### Zoomed window, run 1

Region (48, 8) to (73, 33) microns. Cells in grey, sequential cells in the stronger grey; small squares are vias.
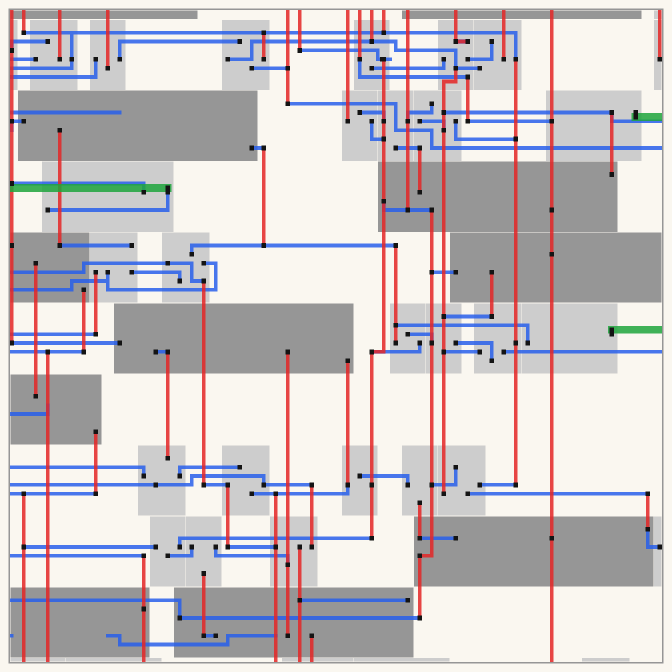
### Power grid, run 1

Scale bar: 20 microns. Pins as bars on the die edge. Tap cells in grey.
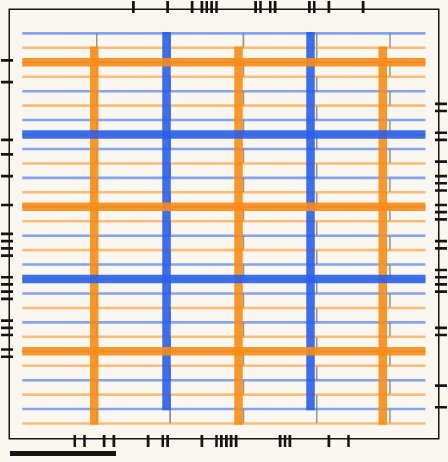
### Routing congestion, run 1

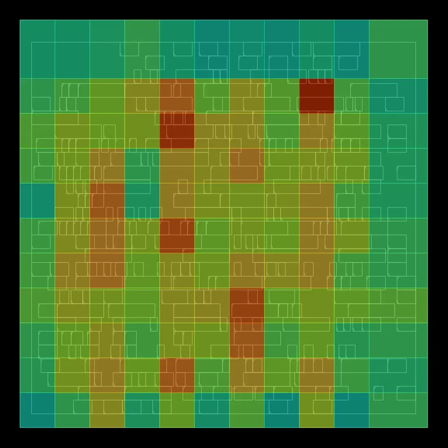
===== src/rtl/vec_pkg.sv =====
// ---------------------------------------------------------------------------
// vec_pkg
// Shared definitions for the packed-vector producer blocks that feed the
// dot-product multiplier.
//
// Contents:
//   state_e     - packer FSM states (FILL, PAD, FULL)
//   DEFAULT_N   - default number of elements per vector
//   DEFAULT_W   - default element width in bits
//   cntWidth()  - width needed for an element counter that must reach n
// ---------------------------------------------------------------------------
package vec_pkg;

   // FILL takes elements, PAD shifts in zeros after an early last,
   // FULL presents the finished pair downstream.
   typedef enum logic [1:0] {
      FILL = 2'd0,
      PAD  = 2'd1,
      FULL = 2'd2
   } state_e;

   localparam int DEFAULT_N = 3;
   localparam int DEFAULT_W = 8;

   // Counters have to hold the value n itself, not just n-1.
   function automatic int cntWidth(input int n);
      return $clog2(n + 1);
   endfunction

endpackage


===== src/rtl/packed_shift_reg.sv =====
// ---------------------------------------------------------------------------
// packed_shift_reg
// N-slot shift register of W-bit elements packed into one N*W-bit bus.
// Each shift moves every element up by one slot and inserts din at the
// least-significant slot. The first element shifted in therefore ends up
// in the most-significant slot once N shifts have occurred.
//
// Ports:
//   clk       in   1     rising-edge clock
//   rst       in   1     asynchronous reset, active-low
//   clear     in   1     synchronous clear to zero (wins over shift_en)
//   shift_en  in   1     shift left by W and insert din
//   din       in   W     element inserted at the LSB slot
//   q         out  N*W   packed contents
// ---------------------------------------------------------------------------
module packed_shift_reg #(
   parameter int N = 3,
   parameter int W = 8
) (
   input  logic           clk,
   input  logic           rst,
   input  logic           clear,
   input  logic           shift_en,
   input  logic [W-1:0]   din,
   output logic [N*W-1:0] q
);

   // Clear takes priority so a completed vector is wiped in the same cycle
   // it is handed off; otherwise shift only when asked, else hold.
   always_ff @(posedge clk or negedge rst) begin
      if (!rst) begin
         q <= '0;
      end else if (clear) begin
         q <= '0;
      end else if (shift_en) begin
         q <= {q[N*W-W-1:0], din};
      end
   end

endmodule


===== src/rtl/vector_pair_packer.sv =====
// ---------------------------------------------------------------------------
// vector_pair_packer
// Collects (a_i, b_i) element pairs from a serial valid/ready stream and
// assembles them into packed N*W-bit vectors A and B for the dot-product
// multiplier. A vector ends either after N elements or early on in_last;
// an early end is zero-padded up to N so the downstream dot product sees
// zeros in the unused slots. The finished pair is offered with its own
// valid/ready handshake and held stable until taken.
//
// Ports:
//   clk        in   1     rising-edge clock
//   rst        in   1     asynchronous reset, active-low
//   in_valid   in   1     element pair valid
//   in_ready   out  1     packer can accept an element (FILL state)
//   in_a       in   W     element of vector A
//   in_b       in   W     element of vector B
//   in_last    in   1     final element of this vector (sampled on accept)
//   out_valid  out  1     packed pair complete and stable (FULL state)
//   out_ready  in   1     consumer takes the packed pair
//   A          out  N*W   packed vector A, element 0 in the top W bits
//   B          out  N*W   packed vector B, same layout
//   len        out  CW    count of real (non-padded) elements, 1..N
// ---------------------------------------------------------------------------
module vector_pair_packer
   import vec_pkg::*;
#(
   parameter  int N  = DEFAULT_N,
   parameter  int W  = DEFAULT_W,
   localparam int CW = cntWidth(N)
) (
   input  logic           clk,
   input  logic           rst,
   input  logic           in_valid,
   output logic           in_ready,
   input  logic [W-1:0]   in_a,
   input  logic [W-1:0]   in_b,
   input  logic           in_last,
   output logic           out_valid,
   input  logic           out_ready,
   output logic [N*W-1:0] A,
   output logic [N*W-1:0] B,
   output logic [CW-1:0]  len
);

   state_e        state;
   logic [CW-1:0] cnt;
   logic [CW-1:0] nextCnt;
   logic          accept;
   logic          take;
   logic          lastSlot;
   logic          shiftEn;
   logic          clearVec;
   logic [W-1:0]  dinA;
   logic [W-1:0]  dinB;

   // Handshake flags come straight from the state register so neither
   // ready nor valid has a combinational path from any input.
   assign in_ready  = (state == FILL);
   assign out_valid = (state == FULL);
   assign accept    = in_valid && in_ready;
   assign take      = out_valid && out_ready;

   // nextCnt == N marks the element (or pad slot) that completes a vector.
   assign nextCnt  = cnt + CW'(1);
   assign lastSlot = (nextCnt == CW'(N));

   // The shifters move on a real accept in FILL and on every PAD cycle;
   // PAD inserts zeros. Handing off a finished pair clears both buses so
   // the next vector starts from a clean all-zero state.
   always_comb begin
      shiftEn  = 1'b0;
      clearVec = 1'b0;
      dinA     = in_a;
      dinB     = in_b;
      case (state)
         FILL: shiftEn = accept;
         PAD: begin
            shiftEn = 1'b1;
            dinA    = '0;
            dinB    = '0;
         end
         FULL:    clearVec = take;
         default: ;
      endcase
   end

   packed_shift_reg #(.N(N), .W(W)) u_shift_a (
      .clk      (clk),
      .rst      (rst),
      .clear    (clearVec),
      .shift_en (shiftEn),
      .din      (dinA),
      .q        (A)
   );

   packed_shift_reg #(.N(N), .W(W)) u_shift_b (
      .clk      (clk),
      .rst      (rst),
      .clear    (clearVec),
      .shift_en (shiftEn),
      .din      (dinB),
      .q        (B)
   );

   // Packer FSM. cnt counts slots filled so far, real or padded, and so
   // reaches N exactly when the buses are complete. in_last is ignored on
   // the N-th element because the vector is already full at that point.
   // len is held through FULL and only overwritten by the next vector.
   always_ff @(posedge clk or negedge rst) begin
      if (!rst) begin
         state <= FILL;
         cnt   <= '0;
         len   <= '0;
      end else begin
         case (state)
            FILL: begin
               if (accept) begin
                  cnt <= nextCnt;
                  if (lastSlot) begin
                     len   <= CW'(N);
                     state <= FULL;
                  end else if (in_last) begin
                     len   <= nextCnt;
                     state <= PAD;
                  end
               end
            end
            PAD: begin
               cnt <= nextCnt;
               if (lastSlot) begin
                  state <= FULL;
               end
            end
            FULL: begin
               if (take) begin
                  cnt   <= '0;
                  state <= FILL;
               end
            end
            default: begin
               cnt   <= '0;
               state <= FILL;
            end
         endcase
      end
   end

endmodule


===== config.mk =====
export PLATFORM = sky130hd
export DESIGN_NAME = vector_pair_packer
export DESIGN_NICKNAME = d
export VERILOG_FILES = /design/src/rtl/vec_pkg.sv /design/src/rtl/packed_shift_reg.sv /design/src/rtl/vector_pair_packer.sv
export SDC_FILE = /design/constraint.sdc
export NUM_CORES = 1
export LEC_CHECK = 0
export ABC_AREA = 1
export ABC_CLOCK_PERIOD_IN_PS = 2900
export CORE_MARGIN = 2
export CORE_UTILIZATION = 38
export DETAILED_ROUTE_END_ITERATION = 7
export PLACE_DENSITY_LB_ADDON = 0.05
export SLEW_MARGIN = 20
export SYNTH_ARGS = -nofsm -noshare
export SYNTH_HDL_FRONTEND = slang
export SYNTH_SLANG_ARGS = --single-unit

===== constraint.sdc =====
create_clock -name clk -period 2.9 [get_ports clk]
set_clock_uncertainty 0.05 [all_clocks]
set_input_delay 0.435 -clock clk [delete_from_list [all_inputs] [get_ports clk]]
set_output_delay 0.435 -clock clk [all_outputs]
set_load 0.02 [all_outputs]

==> flow_metrics.env, run 1 <==
# implementation run metrics
export IMPL_place_ws_ps=615
export IMPL_r2r_slack_ps=1140
export IMPL_antenna_cells=0
export IMPL_clockRootBuffer="clkbuf_8"
export IMPL_maxSlewViolCount=0
export IMPL_clock_cell_area_share=0.0456
export IMPL_status="finished, final reports clean"
export IMPL_path_depth=3
export IMPL_wl_met3_microns=363
export IMPL_avgSynthCellArea_sq_um=9.36
export IMPL_hold_start="u_shift_a.q[22]"
export IMPL_setup_viol=0
export IMPL_grt_pass1_wl_microns=8700
export IMPL_taps=72
export IMPL_r2r_end="u_shift_b.q[12]"
export IMPL_die_area_sq_mm=0.00649
export IMPL_edf_count=0
export IMPL_cts_tree="yes"
export IMPL_hold_path_depth=2
export IMPL_inv_count=21
export IMPL_r2r_cells=5
export IMPL_xor_share=0
export IMPL_yosys_top_cells_area="dfrtp_1, nand2_1, nand3_1, o21ai_0, nand4_1"
export IMPL_dp_cells=371
export IMPL_drt_wl_total_microns=5110
export IMPL_powerClk_uw=607
export IMPL_logic_gate_count=149
export IMPL_worstMarginPinSlew_ps=668
export IMPL_ff_type="dfrtp_1"
export IMPL_syn_inst=238
export IMPL_fin_cells=380
export IMPL_critical_path_startpoint="state[1]"
export IMPL_drcViolationCount=0
export IMPL_ir_worst_vdd_uv=595
export IMPL_logic_family="simple AND/OR/NAND/NOR gates"
export IMPL_syn_num_nets=261
export IMPL_place_detailed_hpwl_microns=3540
export IMPL_mux_share=0
export IMPL_cp_start_kind="flip-flop"
## Picture notes: 'Zoomed window'
- blue: M1
- green: M3
- red: M2
- netlist names of flops here include: u_shift_a.q (6), u_shift_b.q (1)
- sequential cells in the window: 7
- most frequent: nand2_1 (11), nand3_1 (9), dfrtp_1 (7)
- cells with their middle in the window: 32

## Picture notes: 'Power grid'
- blue: VDD
- orange: VSS
- signal pins: 73
- met5 straps: 5
- met1 rails: 28

## Picture notes: 'Routing congestion'
met3 Use GR: 0.0506
busiest grt layer: met2
post-layout util: 0.561

==> inputs of run 2 (changes only) <==
- ABC_CLOCK_PERIOD_IN_PS: 2900 -> 2100
- clock period: 2.9 -> 2.1 ns (I/O delays scaled with it)
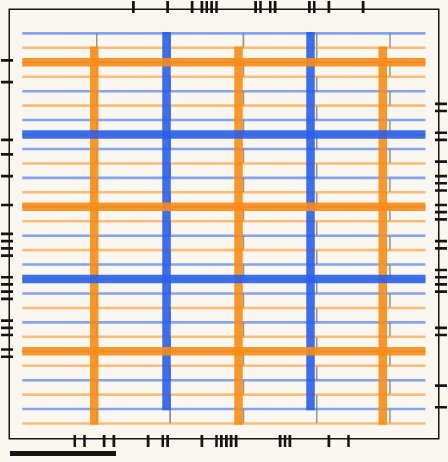
*Power grid, run 2*
Scale bar: 20 microns. Pins as bars on the die edge. Tap cells in grey.
- blue: VDD
- orange: VSS
- signal pins: 73
- rows: 27
- met5 straps: 5

==> run 2 against run 1 <==
Against the previous run: area after synthesis unchanged; combinational power rose by 42%; critical path type unchanged; largest power group unchanged; core utilization is 0.13 points lower; first-iteration DRC count shrank 13%; via count grew 0.65%; register-to-register slack got worse by 530 ps; synthesized cell count is the same; sequential share of layout area grew 0.10 points; worst hold slack got worse by 7.0 ps; global-route usage decreased by 0.98 points; clock-buffer cell count unchanged.
==> flow_metrics.env, run 2 <==
# implementation run metrics
export IMPL_status="finished, final reports clean"
export IMPL_dp_cells=374
export IMPL_xor_share=0
export IMPL_syn_num_nets=261
export IMPL_r2r_end="u_shift_b.q[1]"
export IMPL_logic_family="simple AND/OR/NAND/NOR gates"
export IMPL_r2r_cells=5
export IMPL_ff_type="dfrtp_1"
export IMPL_place_ws_ps=322
export IMPL_logic_gate_count=149
export IMPL_yosys_top_cells_area="dfrtp_1, nand2_1, nand3_1, o21ai_0, nand4_1"
export IMPL_busiest_layer="met1"
export IMPL_antenna_cells=0
export IMPL_grt_pass1_wl_microns=8330
export IMPL_post_route_util=0.560
export IMPL_max_freq_mhz=595
export IMPL_hold_start="u_shift_a.q[18]"
export IMPL_taps=72
export IMPL_maxSlewViolCount=0
export IMPL_drt_wl_total_microns=5210
export IMPL_cp_start_kind="flip-flop"
export IMPL_grt_use_met3=0.0483
export IMPL_wl_met3_microns=336
export IMPL_critical_path_startpoint="u_shift_b.q[9]"
export IMPL_syn_inst=238
export IMPL_edf_count=0
export IMPL_cts_tree="yes"
export IMPL_path_depth=1
export IMPL_worstMarginPinSlew_ps=532
export IMPL_yosysSeqAreaShare=0.607
export IMPL_mux_share=0
export IMPL_final_cell_area_sq_mm=0.00312
export IMPL_clockRootBuffer="clkbuf_8"
export IMPL_avgSynthCellArea_sq_um=9.36
export IMPL_period_used=0.800
export IMPL_ir_worst_vdd_uv=671
export IMPL_fa_ha_area_frac=0.0112
export IMPL_hold_path_depth=2
export IMPL_r2r_slack_ps=610
export IMPL_fin_cells=381
export IMPL_place_area_sq_mm=0.00302
export IMPL_setup_viol=0
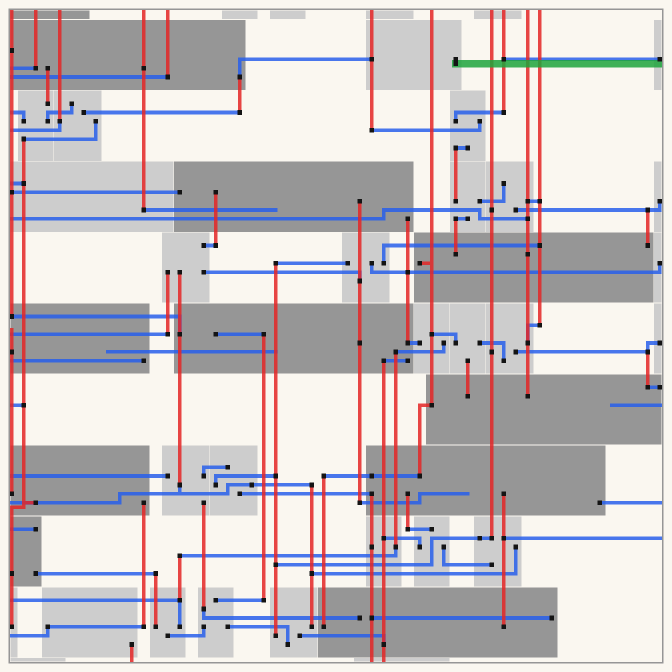
*Zoomed window, run 2*
Region (48, 8) to (73, 33) microns. Cells in grey, sequential cells in the stronger grey; small squares are vias.

==> inputs of run 3 (changes only) <==
- ABC_CLOCK_PERIOD_IN_PS: 2100 -> 1700
- clock period: 2.1 -> 1.7 ns (I/O delays scaled with it)
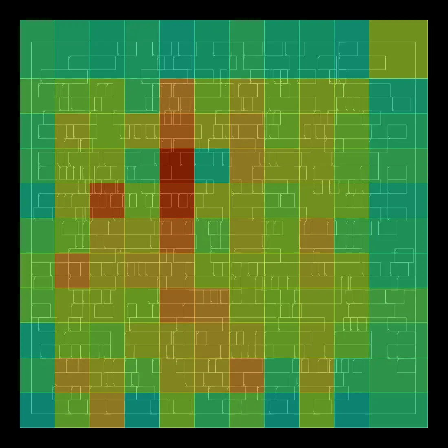
*Routing congestion, run 3*
met2 Usage GRT: 0.244
met3 Use GR: 0.0483
post-layout util: 0.568
M1 GR Usage: 0.254

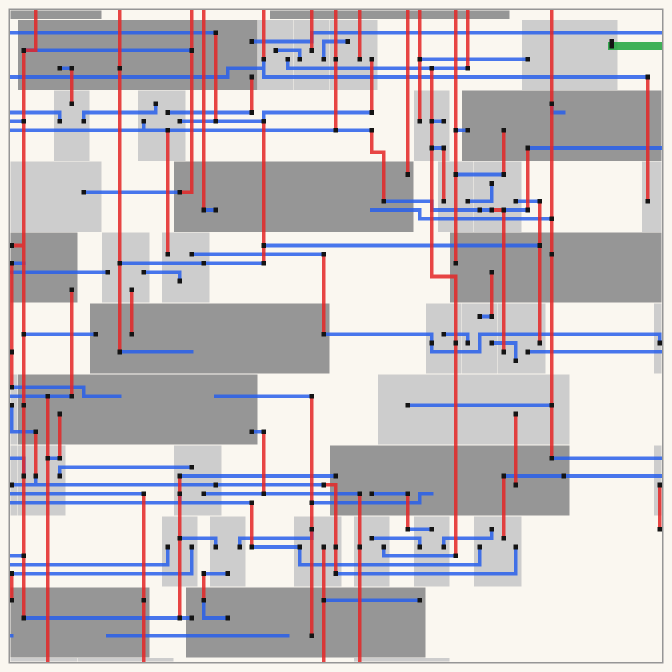
*Zoomed window, run 3*
Region (48, 8) to (73, 33) microns. Cells in grey, sequential cells in the stronger grey; small squares are vias.

==> run 3 against run 2 <==
Against the previous run: register-to-register slack worse by 370 ps; via count is 0.65% higher; sequential share of layout area fell by 0.60 points; power grew 26%; critical path depth is the same; first-iteration DRC count fell by 21%; worst hold slack worse by 35 ps; sequential cell count unchanged; global-route usage is 0.44 points higher; clock-buffer cell count grew 1; design area up 1.4%.
==> flow_metrics.env, run 3 <==
# implementation run metrics
export IMPL_status="finished, final reports clean"
export IMPL_ir_worst_vdd_uv=918
export IMPL_syn_num_nets=261
export IMPL_r2r_slack_ps=240
export IMPL_logic_family="simple AND/OR/NAND/NOR gates"
export IMPL_mux_share=0
export IMPL_drt_iter0_markers=120
export IMPL_path_depth=1
export IMPL_r2r_cells=5
export IMPL_grt_pass1_wl_microns=8540
export IMPL_busiest_layer="met1"
export IMPL_clockRootBuffer="clkbuf_8"
export IMPL_place_ws_ps=136
export IMPL_fa_ha_area_frac=0.0112
export IMPL_worstMarginPinSlew_ps=535
export IMPL_drcViolationCount=0
export IMPL_yosys_top_cells_area="dfrtp_1, nand2_1, nand3_1, o21ai_0, nand4_1"
export IMPL_wl_met3_microns=326
export IMPL_fp_dieH_microns=80.6
export IMPL_cts_sinks=54
export IMPL_place_area_sq_mm=0.00307
export IMPL_syn_inst=238
export IMPL_finalCriticalPeriod_ps=1630
export IMPL_edf_count=0
export IMPL_synthTopCellsByCount="dfrtp_1, nand2_1, nand3_1, o21ai_0, inv_1"
export IMPL_seq_area_frac=0.427
export IMPL_cp_start_kind="flip-flop"
export IMPL_antenna_cells=0
export IMPL_setup_viol=0
export IMPL_cts_tree="yes"
export IMPL_dp_cells=378
export IMPL_r2r_end="u_shift_b.q[12]"
export IMPL_avgSynthCellArea_sq_um=9.36
export IMPL_ff_type="dfrtp_1"
export IMPL_critical_path_startpoint="u_shift_a.q[15]"
export IMPL_drt_wl_total_microns=5210
export IMPL_max_freq_mhz=612
export IMPL_insertion_delay_ps=300
export IMPL_logic_gate_count=149
export IMPL_taps=72
export IMPL_period_used=0.961
export IMPL_fin_cells=387
export IMPL_yosysSeqAreaShare=0.607
export IMPL_xor_share=0
Power is estimated from default activity; no workload was simulated.
